run_1/class_map.png
(2 px per um)
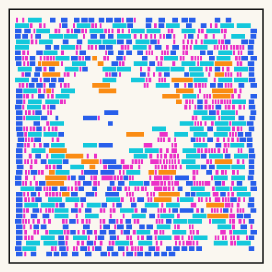
run_1/clock_nets.png
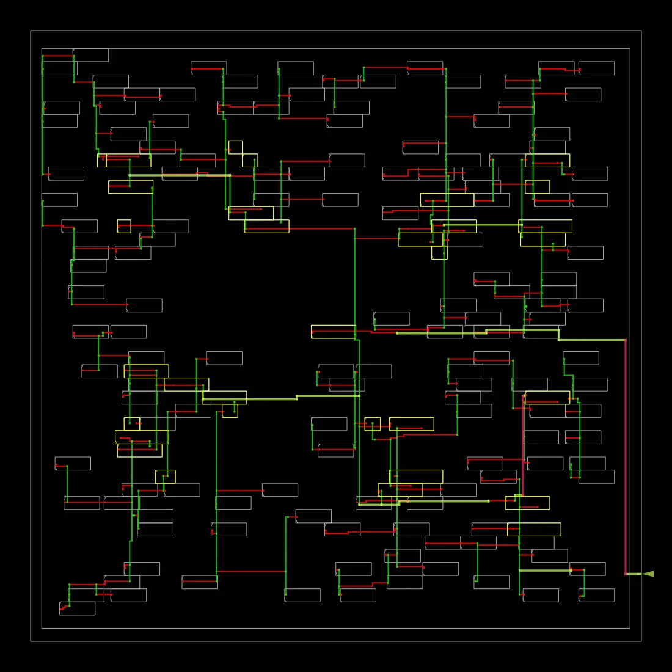
run_1/pinout.png
(3 px per um) Pins as bars across the die edge, other pins in grey.
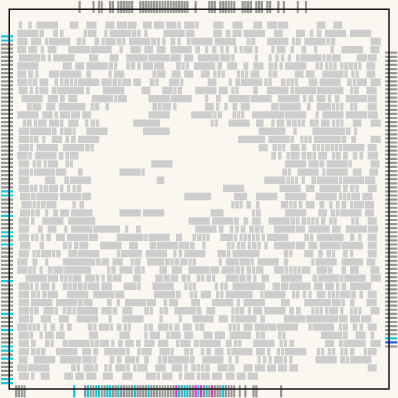
## src/rtl/mem_port_arbiter.sv

```systemverilog
// Shares the single RAM/bus port between IF instruction fetch and MEM load/store.
// One registered bus transaction at a time, completed by bus_ack or a timeout abort.
module mem_port_arbiter #(
    parameter int ADDR_W  = 32,
    parameter int DATA_W  = 32,
    parameter int TIMEOUT = 16
) (
    input  logic              clk,
    input  logic              rst,
    input  logic              inst_req,
    input  logic [ADDR_W-1:0] inst_addr,
    output logic [DATA_W-1:0] inst_rdata,
    output logic              inst_done,
    output logic              inst_err,
    input  logic              data_req,
    input  logic              data_we,
    input  logic [3:0]        data_sel,
    input  logic [ADDR_W-1:0] data_addr,
    input  logic [DATA_W-1:0] data_wdata,
    output logic [DATA_W-1:0] data_rdata,
    output logic              data_done,
    output logic              data_err,
    output logic              stall_req,
    output logic              bus_en,
    output logic              bus_we,
    output logic [3:0]        bus_sel,
    output logic [ADDR_W-1:0] bus_addr,
    output logic [DATA_W-1:0] bus_wdata,
    input  logic [DATA_W-1:0] bus_rdata,
    input  logic              bus_ack
);

    typedef enum logic [1:0] {IDLE, DATA_ACC, INST_ACC} state_t;

    localparam int CNT_W = $clog2(TIMEOUT);
    localparam logic [CNT_W-1:0] CNT_LAST = CNT_W'(TIMEOUT - 1);

    state_t            state_q, state_d;
    logic              last_data_q, last_data_d;  // 1: last grant went to MEM
    logic [CNT_W-1:0]  cnt_q, cnt_d;
    logic              bus_en_q, bus_en_d;
    logic              bus_we_q, bus_we_d;
    logic [3:0]        bus_sel_q, bus_sel_d;
    logic [ADDR_W-1:0] bus_addr_q, bus_addr_d;
    logic [DATA_W-1:0] bus_wdata_q, bus_wdata_d;
    logic [DATA_W-1:0] inst_rdata_q, inst_rdata_d;
    logic [DATA_W-1:0] data_rdata_q, data_rdata_d;
    logic              inst_done_q, inst_done_d;
    logic              inst_err_q, inst_err_d;
    logic              data_done_q, data_done_d;
    logic              data_err_q, data_err_d;
    logic              grant_data, grant_inst;
    logic              unused_addr_bits;

    // Byte alignment is handled by sel, so the address low bits are dropped.
    assign unused_addr_bits = ^{inst_addr[1:0], data_addr[1:0]};

    always_ff @(posedge clk) begin
        if (rst) begin
            state_q      <= IDLE;
            last_data_q  <= 1'b0;
            cnt_q        <= '0;
            bus_en_q     <= 1'b0;
            bus_we_q     <= 1'b0;
            bus_sel_q    <= '0;
            bus_addr_q   <= '0;
            bus_wdata_q  <= '0;
            inst_rdata_q <= '0;
            data_rdata_q <= '0;
            inst_done_q  <= 1'b0;
            inst_err_q   <= 1'b0;
            data_done_q  <= 1'b0;
            data_err_q   <= 1'b0;
        end else begin
            state_q      <= state_d;
            last_data_q  <= last_data_d;
            cnt_q        <= cnt_d;
            bus_en_q     <= bus_en_d;
            bus_we_q     <= bus_we_d;
            bus_sel_q    <= bus_sel_d;
            bus_addr_q   <= bus_addr_d;
            bus_wdata_q  <= bus_wdata_d;
            inst_rdata_q <= inst_rdata_d;
            data_rdata_q <= data_rdata_d;
            inst_done_q  <= inst_done_d;
            inst_err_q   <= inst_err_d;
            data_done_q  <= data_done_d;
            data_err_q   <= data_err_d;
        end
    end

    always_comb begin
        state_d      = state_q;
        last_data_d  = last_data_q;
        cnt_d        = cnt_q;
        bus_en_d     = bus_en_q;
        bus_we_d     = bus_we_q;
        bus_sel_d    = bus_sel_q;
        bus_addr_d   = bus_addr_q;
        bus_wdata_d  = bus_wdata_q;
        inst_rdata_d = inst_rdata_q;
        data_rdata_d = data_rdata_q;
        inst_done_d  = 1'b0;
        inst_err_d   = 1'b0;
        data_done_d  = 1'b0;
        data_err_d   = 1'b0;
        // On a tie, MEM wins unless it was the last one served.
        grant_data   = data_req & (~inst_req | ~last_data_q);
        grant_inst   = inst_req & ~grant_data;

        case (state_q)
            IDLE: begin
                if (grant_data) begin
                    state_d     = DATA_ACC;
                    last_data_d = 1'b1;
                    cnt_d       = '0;
                    bus_en_d    = 1'b1;
                    bus_we_d    = data_we;
                    bus_sel_d   = data_sel;
                    bus_addr_d  = {data_addr[ADDR_W-1:2], 2'b00};
                    bus_wdata_d = data_wdata;
                end else if (grant_inst) begin
                    state_d     = INST_ACC;
                    last_data_d = 1'b0;
                    cnt_d       = '0;
                    bus_en_d    = 1'b1;
                    bus_we_d    = 1'b0;
                    bus_sel_d   = 4'b1111;
                    bus_addr_d  = {inst_addr[ADDR_W-1:2], 2'b00};
                    bus_wdata_d = '0;
                end
            end
            DATA_ACC, INST_ACC: begin
                if (bus_ack || cnt_q == CNT_LAST) begin
                    state_d   = IDLE;
                    cnt_d     = '0;
                    bus_en_d  = 1'b0;
                    bus_we_d  = 1'b0;
                    bus_sel_d = '0;
                    // Ack wins over a timeout landing on the same edge.
                    if (state_q == DATA_ACC) begin
                        data_done_d = 1'b1;
                        data_err_d  = ~bus_ack;
                        if (!bus_ack)
                            data_rdata_d = '0;
                        else if (!bus_we_q)
                            data_rdata_d = bus_rdata;
                    end else begin
                        inst_done_d  = 1'b1;
                        inst_err_d   = ~bus_ack;
                        inst_rdata_d = bus_ack ? bus_rdata : '0;
                    end
                end else begin
                    cnt_d = cnt_q + 1'b1;
                end
            end
            default: state_d = IDLE;
        endcase
    end

    assign inst_rdata = inst_rdata_q;
    assign inst_done  = inst_done_q;
    assign inst_err   = inst_err_q;
    assign data_rdata = data_rdata_q;
    assign data_done  = data_done_q;
    assign data_err   = data_err_q;
    assign bus_en     = bus_en_q;
    assign bus_we     = bus_we_q;
    assign bus_sel    = bus_sel_q;
    assign bus_addr   = bus_addr_q;
    assign bus_wdata  = bus_wdata_q;
    assign stall_req  = (inst_req & ~inst_done_q) | (data_req & ~data_done_q);

endmodule

```

## config.mk

```make
export PLATFORM = sky130hd
export DESIGN_NAME = mem_port_arbiter
export DESIGN_NICKNAME = d
export VERILOG_FILES = /design/src/rtl/mem_port_arbiter.sv
export SDC_FILE = /design/constraint.sdc
export NUM_CORES = 1
export LEC_CHECK = 0
export ABC_AREA = 1
export CORE_MARGIN = 2
export CORE_UTILIZATION = 39
export CTS_CLUSTER_DIAMETER = 30
export DETAILED_ROUTE_END_ITERATION = 8
export MAX_ROUTING_LAYER = met4
export PLACE_DENSITY = 0.77
export SYNTH_ARGS = -nofsm -noshare
export SYNTH_HDL_FRONTEND = slang
export SYNTH_SLANG_ARGS = --single-unit
```

## constraint.sdc

```tcl
create_clock -name clk -period 1.9 [get_ports clk]
set_input_delay 0.57 -clock clk [delete_from_list [all_inputs] [get_ports clk]]
set_output_delay 0.57 -clock clk [all_outputs]
set_load 0.02 [all_outputs]
```

==> results.yml, run 1 <==
# yosys + openroad results
placed_design:
  detailed_place.area_um2: 8780
  dpl_worst_slack_ps: -563
sta:
  fin_setup_tns_ps: 0
  rsz0062_at_grt: "no"
  timing_hold_violations_final: 0
  max_clock_freq_mhz: 578
  hold_slack_ps: 440
  slew_viol_final: 0
final_layout:
  postLayoutCoreUtil_pct: 63.8
  areaGrowthSynthToFinish_pct: 59.6
  clockBufferCount: 18
  seq-cell-share_pct: 30.9
  fin_nets: 1215
  n_sequential_cell: 143
  comb_area_share_pct: 26.5
  area_share_nonclk_buffers_pct: 30.4
  layout_top_cell_excl_fill_tap: "sky130_fd_sc_hd__nand2_1"
worst_hold_path:
  worstHoldStart: "bus_en"
  worst_hold_path_type: "flop to flop"
route:
  num_vias: 6050
  metal_1_wl_um: 7680
  top_layer_used: "met4"
clock_tree:
  cts_tree: "done"
  worst_setup_hold_path_clk_slew_ps: 60
  number_of_levels_the_h_tree_was_split_into: 4
  cts.sink_count: 143
global_routing:
  number_of_global_route_vias_before_repair: 5881
  gr-total-overflow: 0
  antenna_found_initial: 2
  met2_usage_pct: 38.5
pwr:
  cell_internal_pwr_uw: 6600
  power_in_sequential_cells_uw: 3440
worst_setup_path:
  worstSetupStartpoint: "bus_we"
  cp.buffers_inverters: 1
  cp_max_fanout: 3
  critPathKind: "flop to output port"
  required_ps: 1330
  critical_path_cell_sequence: "dlygate4sd2_1"
  critical_path_start_type: "flop"
synth:
  top_cells_by_count: "sky130_fd_sc_hd__nand2_1 (257), sky130_fd_sc_hd__dfxtp_1 (143), sky130_fd_sc_hd__a21oi_1 (124)"
  synthesis.yosys.warnings: 0
  synth.cellmix.adderShare_pct: 1.29
  yosys_most_used_dff: "sky130_fd_sc_hd__dfxtp_1"
  synth-seq-cells: 143
  synth.logic.top_family: "simple AND/OR/NAND/NOR gates"
  yosys.area.top_type_share_pct: 49.2
floorplanning:
  floorplan.rows: 44
  chipHeight_um: 126
run_status:
  result_of_the_run: "finished clean"
job:
  max_cap_violations: 0
-- class_map.png (at the start) --
Cyan shows registers, cells 143. Magenta shows remaining logic cells, cells 616. Orange shows clock drivers and dummy loads, cells 32. Blue shows remaining buffers and delay cells, cells 293.

-- clock_nets.png (at the start) --
Inserted Clock Buffers: 17
insertion delay of the later-clocked pin in the worst-skew pair: 410 ps
setup skew after layout: 9.93 ps

-- pinout.png (at the start) --
Blue shows bus_ack, pins 1, direction input, edge right. Magenta shows data_sel, pins 4, direction input, edge bottom. Cyan shows bus_addr, pins 32, direction output, edge 16 left, 15 bottom, 1 right.
All pins by edge: 86 left, 73 right, 65 bottom, 53 top.

run_1/layers.png
(2 px per um)
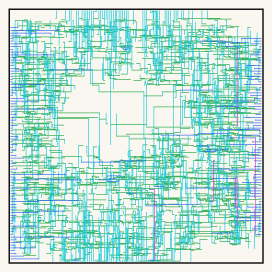

==> run 2, diff against run 1 <==
--- a/config.mk
+++ b/config.mk
@@ -7,11 +7,11 @@
 export LEC_CHECK = 0
 export ABC_AREA = 1
 export CORE_MARGIN = 2
-export CORE_UTILIZATION = 39
+export CORE_UTILIZATION = 41
 export CTS_CLUSTER_DIAMETER = 30
 export DETAILED_ROUTE_END_ITERATION = 8
 export MAX_ROUTING_LAYER = met4
-export PLACE_DENSITY = 0.77
+export PLACE_DENSITY = 0.8
 export SYNTH_ARGS = -nofsm -noshare
 export SYNTH_HDL_FRONTEND = slang
 export SYNTH_SLANG_ARGS = --single-unit
run_2/layers.png
(2 px per um)
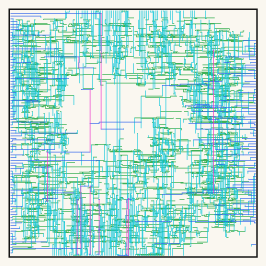
Green shows M1, wire length 7170 um. Blue shows M3, wire length 1480 um. Magenta shows M4, wire length 366 um. Cyan shows M2, wire length 8780 um.

==> run 2 against run 1 <==
Setup slack got worse by 28 ps. Clock skew increased by 4.7 ps. Sequential share of layout area increased by 0.21 points. Critical endpoint is now inst_rdata[11]. Largest cell class unchanged. Highest routed layer unchanged.
==> results.yml, run 2 <==
# yosys + openroad results
worst_setup_path:
  cp.buffers_inverters: 2
  critical_path_cell_sequence: "inv_1 -> ha_1 -> nand3_2 -> buf_4 -> a21oi_1 -> nor2_1"
  cp_max_fanout: 11
sta:
  timing_hold_violations_final: 0
  slew_viol_final: 0
  fin_setup_tns_ps: 0
  rsz0062_at_grt: "no"
  max_clock_freq_mhz: 569
synth:
  top_cells_by_count: "sky130_fd_sc_hd__nand2_1 (257), sky130_fd_sc_hd__dfxtp_1 (143), sky130_fd_sc_hd__a21oi_1 (124)"
  synthesis.yosys.warnings: 0
  synth-seq-cells: 143
  yosys.area.top_type_share_pct: 49.2
  synth.logic.top_family: "simple AND/OR/NAND/NOR gates"
  synth.cellmix.adderShare_pct: 1.29
final_layout:
  comb_area_share_pct: 26.8
  postLayoutCoreUtil_pct: 66.4
  fin_nets: 1219
  seq-cell-share_pct: 31.1
  n_sequential_cell: 143
  layout_top_cell_excl_fill_tap: "sky130_fd_sc_hd__nand2_1"
  clockBufferCount: 22
  areaGrowthSynthToFinish_pct: 58.5
pwr:
  power_in_sequential_cells_uw: 3440
  cell_internal_pwr_uw: 6240
  power.group.top: "sequential cells"
floorplanning:
  chipHeight_um: 123
global_routing:
  met2_usage_pct: 40.8
  gr-total-overflow: 0
  number_of_global_route_vias_before_repair: 5766
  grt_start_max_net_pins: 77
placed_design:
  detailed_place.area_um2: 8790
  numPlacedInstances: 1236
  dpl_worst_slack_ps: -540
route:
  num_vias: 6093
  metal_1_wl_um: 7170
  top_layer_used: "met4"
run_status:
  result_of_the_run: "finished clean"
clock_tree:
  cts-buffers-inserted: 17
  worst_setup_hold_path_clk_slew_ps: 60
  number_of_levels_the_h_tree_was_split_into: 4
  root_buffer_master: "sky130_fd_sc_hd__clkbuf_16"
  cts.sink_count: 143
  clock_insertion_delay_worst_skew_ps: 420
worst_hold_path:
  worstHoldStart: "data_rdata[6]"
job:
  max_cap_violations: 0
run_2/class_map.png
(2 px per um)
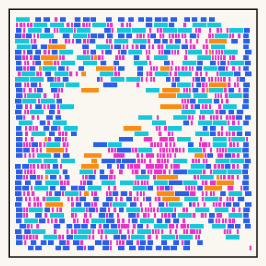
Magenta shows remaining logic cells, cells 616. Orange shows clock drivers and dummy loads, cells 32. Cyan shows registers, cells 143. Blue shows remaining buffers and delay cells, cells 297.

Power and IR drop assume default switching activity.
